layer_met1.png
Bar = 20 µm. Supply wires on this layer in gray.
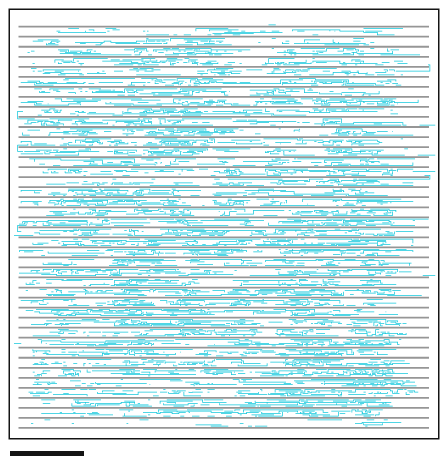
layer_met2.png
Cells faint in the background.
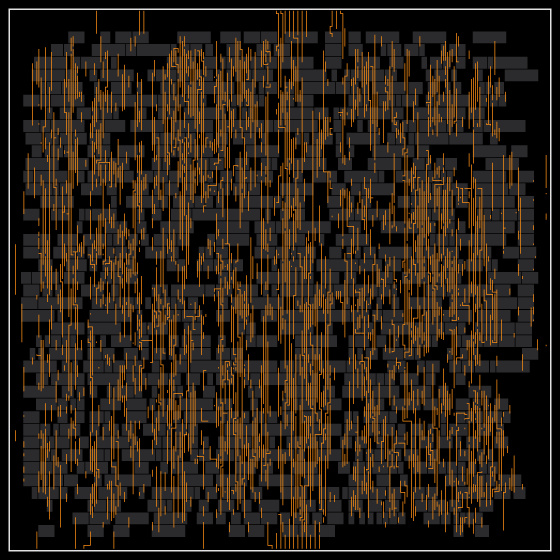
layer_met3.png
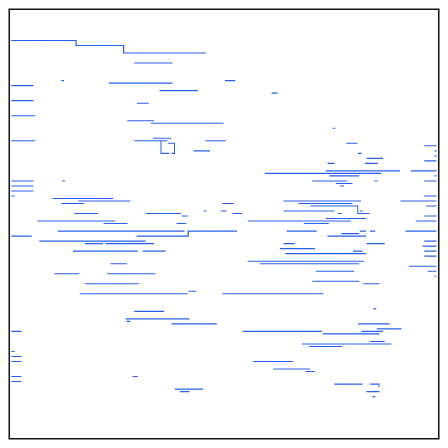
layer_met4.png
Supply wires on this layer in gray.
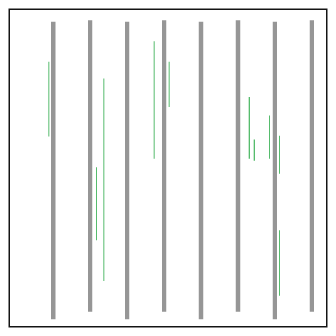
congestion.png
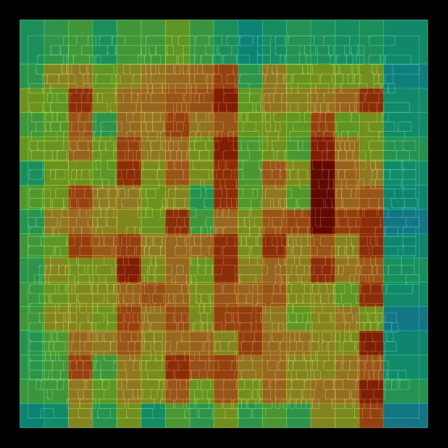
File: src/rtl/projectile_sim_param.sv
`default_nettype none
// ============================================================================
// Module   : projectile_sim_param
// Purpose  : One throw per launch request. It models ballistic flight with
//            wind, a wall, screen bounds and graded damage. It latches the
//            win/lose result and blocks further throws until a new game.
// Revision : 1.0 - initial release
// ============================================================================
module projectile_sim_param #(
  parameter int TICK_DIV    = 250000,
  parameter int HP_W        = 7,
  parameter int HP_INIT     = 100,
  parameter int DMG_DIRECT  = 30,
  parameter int DMG_GRAZE   = 10,
  parameter int X_LAUNCH_A  = 262,
  parameter int X_LAUNCH_B  = 712,
  parameter int X_TGT_A     = 187,
  parameter int X_TGT_B     = 787,
  parameter int DIRECT_HALF = 25,
  parameter int ZONE_HALF   = 75,
  parameter int Y_LAUNCH    = 384,
  parameter int Y_GROUND    = 472,
  parameter int WALL_XL     = 497,
  parameter int WALL_XR     = 527,
  parameter int WALL_Y      = 384,
  parameter int GRAVITY     = 2
) (
  input  logic            clk60MHz,
  input  logic            rst_n,
  input  logic            launch,
  input  logic            new_game,
  input  logic            turn,
  input  logic [7:0]      power,
  input  logic [4:0]      speed,
  input  logic [3:0]      wind,
  input  logic            local_player,
  output logic [11:0]     xpos_particle,
  output logic [11:0]     ypos_particle,
  output logic [HP_W-1:0] hp_a,
  output logic [HP_W-1:0] hp_b,
  output logic            end_throw,
  output logic [1:0]      hit_type,
  output logic            busy,
  output logic            win,
  output logic            lose
);

  localparam int CNT_W = (TICK_DIV > 1) ? $clog2(TICK_DIV) : 1;
  localparam logic [CNT_W-1:0] c_cnt_last = CNT_W'(TICK_DIV - 1);

  localparam logic signed [12:0] c_x_park      = 13'sd1025;
  localparam logic signed [12:0] c_y_park      = 13'sd768;
  localparam logic signed [12:0] c_x_max       = 13'sd1023;
  localparam logic signed [12:0] c_x_launch_a  = 13'(X_LAUNCH_A);
  localparam logic signed [12:0] c_x_launch_b  = 13'(X_LAUNCH_B);
  localparam logic signed [12:0] c_x_tgt_a     = 13'(X_TGT_A);
  localparam logic signed [12:0] c_x_tgt_b     = 13'(X_TGT_B);
  localparam logic signed [12:0] c_direct_half = 13'(DIRECT_HALF);
  localparam logic signed [12:0] c_zone_half   = 13'(ZONE_HALF);
  localparam logic signed [12:0] c_y_launch    = 13'(Y_LAUNCH);
  localparam logic signed [12:0] c_y_ground    = 13'(Y_GROUND);
  localparam logic signed [12:0] c_wall_xl     = 13'(WALL_XL);
  localparam logic signed [12:0] c_wall_xr     = 13'(WALL_XR);
  localparam logic signed [12:0] c_wall_y      = 13'(WALL_Y);
  localparam logic [HP_W-1:0]    c_hp_init     = HP_W'(HP_INIT);
  localparam logic [HP_W-1:0]    c_dmg_direct  = HP_W'(DMG_DIRECT);
  localparam logic [HP_W-1:0]    c_dmg_graze   = HP_W'(DMG_GRAZE);

  typedef enum logic [1:0] {
    S_IDLE   = 2'd0,
    S_FLIGHT = 2'd1,
    S_IMPACT = 2'd2,
    S_OVER   = 2'd3
  } state_t;

  state_t                r_state, w_state_nxt;
  logic [CNT_W-1:0]      r_cnt;
  logic signed [12:0]    r_x, r_y, r_dx;
  logic signed [9:0]     r_vy;
  logic                  r_turn;
  logic [HP_W-1:0]       r_hp_a, r_hp_b;
  logic                  r_end_throw, r_win, r_lose;
  logic [1:0]            r_hit_type;

  logic signed [12:0]    w_dx_launch, w_spd, w_tgt, w_diff, w_dist;
  logic signed [14:0]    w_x_sum, w_y_sum;
  logic signed [11:0]    w_vy_sum;
  logic                  w_ground, w_wall, w_oob, w_coll, w_tick, w_over;
  logic [1:0]            w_hit_nxt;
  logic [HP_W-1:0]       w_dmg, w_hp_a_nxt, w_hp_b_nxt;

  function automatic logic signed [12:0] sat13(input logic signed [14:0] v);
    if (v > 15'sd4095)       return 13'sd4095;
    else if (v < -15'sd4096) return 13'b1_0000_0000_0000;
    else                     return v[12:0];
  endfunction

  function automatic logic signed [9:0] sat_vy(input logic signed [11:0] v);
    if (v > 12'sd511)       return 10'sd511;
    else if (v < -12'sd511) return -10'sd511;
    else                    return v[9:0];
  endfunction

  assign w_spd       = {8'd0, speed};
  assign w_dx_launch = (turn ? (13'sd0 - w_spd) : w_spd) + {{9{wind[3]}}, wind};
  assign w_x_sum     = {{2{r_x[12]}}, r_x} + {{2{r_dx[12]}}, r_dx};
  assign w_y_sum     = {{2{r_y[12]}}, r_y} + {{5{r_vy[9]}}, r_vy};
  assign w_vy_sum    = {{2{r_vy[9]}}, r_vy} + 12'(GRAVITY);
  assign w_tick      = (r_cnt == c_cnt_last);

  // Collision priority is ground, then wall, then screen bounds.
  assign w_ground = (r_y >= c_y_ground);
  assign w_wall   = (r_x >= c_wall_xl) && (r_x <= c_wall_xr) && (r_y >= c_wall_y);
  assign w_oob    = (r_x < 13'sd0) || (r_x > c_x_max);
  assign w_coll   = w_ground || w_wall || w_oob;

  assign w_tgt  = r_turn ? c_x_tgt_a : c_x_tgt_b;
  assign w_diff = r_x - w_tgt;
  assign w_dist = w_diff[12] ? (13'sd0 - w_diff) : w_diff;

  always_comb begin
    w_hit_nxt = 2'd0;
    w_dmg     = '0;
    if (w_ground) begin
      if (w_dist <= c_direct_half) begin
        w_hit_nxt = 2'd2;
        w_dmg     = c_dmg_direct;
      end else if (w_dist <= c_zone_half) begin
        w_hit_nxt = 2'd1;
        w_dmg     = c_dmg_graze;
      end
    end else if (w_wall) begin
      w_hit_nxt = 2'd3;
    end
  end

  always_comb begin
    w_hp_a_nxt = r_hp_a;
    w_hp_b_nxt = r_hp_b;
    if (r_turn) w_hp_a_nxt = (r_hp_a > w_dmg) ? (r_hp_a - w_dmg) : '0;
    else        w_hp_b_nxt = (r_hp_b > w_dmg) ? (r_hp_b - w_dmg) : '0;
  end

  assign w_over = (w_hp_a_nxt == '0) || (w_hp_b_nxt == '0);

  always_comb begin
    w_state_nxt = r_state;
    case (r_state)
      S_IDLE:   if (launch && !new_game) w_state_nxt = S_FLIGHT;
      S_FLIGHT: if (w_coll) w_state_nxt = S_IMPACT;
      S_IMPACT: w_state_nxt = (w_over && !new_game) ? S_OVER : S_IDLE;
      S_OVER:   if (new_game) w_state_nxt = S_IDLE;
      default:  w_state_nxt = S_IDLE;
    endcase
  end

  always_ff @(posedge clk60MHz) begin
    if (!rst_n) begin
      r_state     <= S_IDLE;
      r_cnt       <= '0;
      r_x         <= c_x_park;
      r_y         <= c_y_park;
      r_dx        <= '0;
      r_vy        <= '0;
      r_turn      <= 1'b0;
      r_hp_a      <= c_hp_init;
      r_hp_b      <= c_hp_init;
      r_end_throw <= 1'b0;
      r_hit_type  <= 2'd0;
      r_win       <= 1'b0;
      r_lose      <= 1'b0;
    end else begin
      r_state     <= w_state_nxt;
      r_end_throw <= 1'b0;
      case (r_state)
        S_IDLE: begin
          if (launch && !new_game) begin
            r_x    <= turn ? c_x_launch_b : c_x_launch_a;
            r_y    <= c_y_launch;
            r_vy   <= 10'sd0 - $signed({2'b00, power});
            r_cnt  <= '0;
            r_dx   <= w_dx_launch;
            r_turn <= turn;
          end
        end
        S_FLIGHT: begin
          // A detected collision freezes the particle where it is.
          if (!w_coll) begin
            if (w_tick) begin
              r_cnt <= '0;
              r_x   <= sat13(w_x_sum);
              r_y   <= sat13(w_y_sum);
              r_vy  <= sat_vy(w_vy_sum);
            end else begin
              r_cnt <= r_cnt + 1'b1;
            end
          end
        end
        S_IMPACT: begin
          r_end_throw <= 1'b1;
          r_hit_type  <= w_hit_nxt;
          r_x         <= c_x_park;
          r_y         <= c_y_park;
          r_hp_a      <= w_hp_a_nxt;
          r_hp_b      <= w_hp_b_nxt;
          if (w_over) begin
            r_win  <= ((w_hp_b_nxt == '0) ? 1'b0 : 1'b1) == local_player;
            r_lose <= ((w_hp_b_nxt == '0) ? 1'b0 : 1'b1) != local_player;
          end
        end
        default: ;
      endcase
      if (new_game) begin
        r_hp_a <= c_hp_init;
        r_hp_b <= c_hp_init;
        r_win  <= 1'b0;
        r_lose <= 1'b0;
      end
    end
  end

  assign xpos_particle = r_x[12] ? 12'd0 : r_x[11:0];
  assign ypos_particle = r_y[12] ? 12'd0 : r_y[11:0];
  assign hp_a          = r_hp_a;
  assign hp_b          = r_hp_b;
  assign end_throw     = r_end_throw;
  assign hit_type      = r_hit_type;
  assign busy          = (r_state == S_FLIGHT) || (r_state == S_IMPACT);
  assign win           = r_win;
  assign lose          = r_lose;

endmodule
`default_nettype wire

File: config.mk
export PLATFORM = sky130hd
export DESIGN_NAME = projectile_sim_param
export DESIGN_NICKNAME = d
export VERILOG_FILES = /design/src/rtl/projectile_sim_param.sv
export SDC_FILE = /design/constraint.sdc
export NUM_CORES = 1
export LEC_CHECK = 0
export CORE_MARGIN = 2
export CORE_UTILIZATION = 59
export CTS_CLUSTER_SIZE = 12
export DETAILED_ROUTE_END_ITERATION = 10
export GPL_TIMING_DRIVEN = 1
export PLACE_DENSITY_LB_ADDON = 0.08
export SKIP_CTS_REPAIR_TIMING = 1
export SYNTH_ARGS = -nofsm -noshare
export SYNTH_HDL_FRONTEND = slang
export SYNTH_SLANG_ARGS = --single-unit
File: constraint.sdc
create_clock -name clk60MHz -period 6.85 [get_ports clk60MHz]
set_clock_uncertainty 0.2 [all_clocks]
set_input_delay 1.7125 -clock clk60MHz [delete_from_list [all_inputs] [get_ports clk60MHz]]
set_output_delay 1.7125 -clock clk60MHz [all_outputs]
set_load 0.01 [all_outputs]
==> out/summary.txt <==
Outcome = completed
Reg2reg start = r_x[1]
Pre-antenna DRT Iters = 6
Post-synthesis area per instance = 7.64 µm²
Io pins = 67
Die Ht = 116 µm
Comb pwr = 1400 µW
Crit. End Element = register
Area reported by Yosys stat = 7410 µm²
Commonest Layout Cell = nor2_1
Warnings from Yosys = 0
Post-route DRC = 0
Final WS setup = 0.590 ns
Largest Pwr Group = combinational cells
Mux frac, synth = 0.693%
Net count, final = 1,104
Slew margin rel. = 33.7%
XOR/XNOR Area Share = 6.74%
Buffer share of cell area = 8.38%
Pwr dens = 318 nW/µm²
Adders+Majority by Area = 11.3%
MaxCap Viol Count = 0
Dpl cell area = 8160 µm²
Vias in the first global route = 6,489
Asr flop ratio synth = 0%
Dpl hpwl = 13,900 µm
Leak = 0.00332 µW
Max-area cell share = 24.1%
Number of non-clock buffers = 73
Worst r2r dst = r_state[0]
Fin crit period = 6.26 ns
Core Footprint = 12,100 µm²
Final Cell Area = 8510 µm²
Combinational share of cell area = 62.4%
Post-Synth AOI/OAI Area = 26.9%
Final total power = 2710 µW
Worst Hold Path EP = r_dx[5]
Yosys top cell by instances = nor2_1
Worst endpoint required time = 6.91 ns
Area grow syn2layout = 14.9%
Max Slew Vio Count = 0
Antenna cells = 0
Switching share of power = 44.2%
Initial antenna violation count = 0
Most numerous logic cells after layout = 105 x nor2_1, 88 x nand2_1, 88 x dfxtp_1
Clk tree area frac = 3.92%
Largest Register = r_cnt
Cell area leaders = dfxtp_1 24%, ha_1 10%, nor2_1 5.3%
DIE AREA = 13,500 µm²
Logic area = 5310 µm²
Peak Freq = 160 MHz
GR Overflow Total = 0
Post-synth regs = 89
Antenna Violating Nets Remaining = 0
DP Worst Slack = 0.459 ns
Seq area share = 20.9%
Slew @ Worst Pin = 0.986 ns
Hold slack = 0.262 ns
Fp util = 61.2%
Net Sw Power = 1200 µW
CLK BUF = 9
CTS Sinks = 89
Post-synth top flop = dfxtp_1
CTS H-tree lvls = 3
Seq group = 745 µW
Tap cells = 168
Max reg flops = 18
WS Path Type = reg2reg
Internal power = 1510 µW
Inverter count = 44
WP data arrival = 6.32 ns
Cells after Synth = 970
Seq pwr share = 27.5%
Period utilisation layout = 91.4%
Worst Hold Depth = 2
Drt via density = 6.09
Core Util, Final = 70.3%
CP startpoint kind = register
Combinational power share = 51.5%
Clk latency late pin = 0.35 ns
Worst r2r path cells = 19
Final count of hold timing violations = 0
CP Capture Point = r_state[0]
Setup_tns = 0 ns
# Cells Yosys = 970
HP Class = reg2reg
CTS max path bufs = 2
Synthesized net count = 1,057
Register area share after synthesis = 24.1%
Clock-net power = 569 µW
Share of layout cells above drive strength 1 = 5.19%
Tool Warnings = 34
Flip-flops with a built-in enable = 0
RD Place Congestion = 0.910
Clk slew on worst S/H paths = 0.07 ns
I/O Buffers = 66
Synth cell count leaders = 105 x nor2_1, 89 x dfxtp_1, 88 x nand2_1
Largest net degree at the start of global routing = 28
Synth area leader = dfxtp_1
Finished Layout Cells = 1,190
Cell area after synthesis = 7410 µm²
Iter 0 DRT Violations = 674
Biggest Area Class = multi-input combinational cells
# placed instances = 1,174
RSZ-0062 raised after global routing = false
Setup violators final = 0
Register area = 1780 µm²
Cts bufs inserted = 9
Row cnt = 40
Hold path startpoint = r_dx[5]
VDD IR max = 0.204 mV
CTS tree = done
Clock Power Share = 21.0%
Worst R2R Setup Slack = 0.59 ns
Synth logic family = AND-OR/OR-AND gates
First-pass GRT wire length = 31,100 µm
Crit path max fanout = 13
Clock root buffer = clkbuf_16
Crit. Startpoint = r_x[1]
# fillers = 1,045
Logic Gate Count = 800
Die width = 116 µm
Simple logic cell fraction of the synthesized area = 25.8%
FFs & Latches = 89
Yosys cell types = 87
Back to the opening pictures, layer_met1.png:
wire length on this layer	9,060 µm
main direction	horizontal
share of all routed wire	48%
nets with wire on the layer	1,028

Back to the opening pictures, layer_met2.png:
wire length on this layer	8,350 µm
main direction	vertical
share of all routed wire	44%
Routed WL: 18,800 µm
met2 Use GR: 44.6%
Vias: 7,243

Back to the opening pictures, layer_met3.png:
share of all routed wire	6.0%
nets with wire on the layer	110
longest straight run	34.0 µm
main direction	horizontal
wire length on this layer	1,130 µm
GRT met3 Usage: 2.93%

Back to the opening pictures, layer_met4.png:
main direction	vertical
longest straight run	74.1 µm

Back to the opening pictures, congestion.png:
wire per inst: 15.8 µm
global-route usage over all layers: 28.4%
met1 usage: 41.4%

## critical path, cell delays in order (launching register included)
cell and delay [ns]:
dfxtp_2 0.40, ha_1 0.32, or3_1 0.44, a2111oi_2 0.46, o21ai_1 0.16, a22oi_2 0.41, mux2i_1 0.24, a211oi_1 0.08
a32oi_1 0.35, a21o_1 0.17, nand2_1 0.20, ha_1 0.41, nor2b_1 0.14, o21ai_0 0.23, a21boi_0 0.21, o21a_1 0.23
or4_1 0.52, a221oi_2 0.47, o211ai_1 0.21, a221oi_1 0.31
## layer usage
metal	track usage, %	share of wire [%]	wire (µm)
met1	41.4	48	9060
met2	44.6	44	8350
met3	2.93	6.0	1130
met4	8.25	1.4	269
met5	0	0	0
Power and IR drop assume default switching activity.
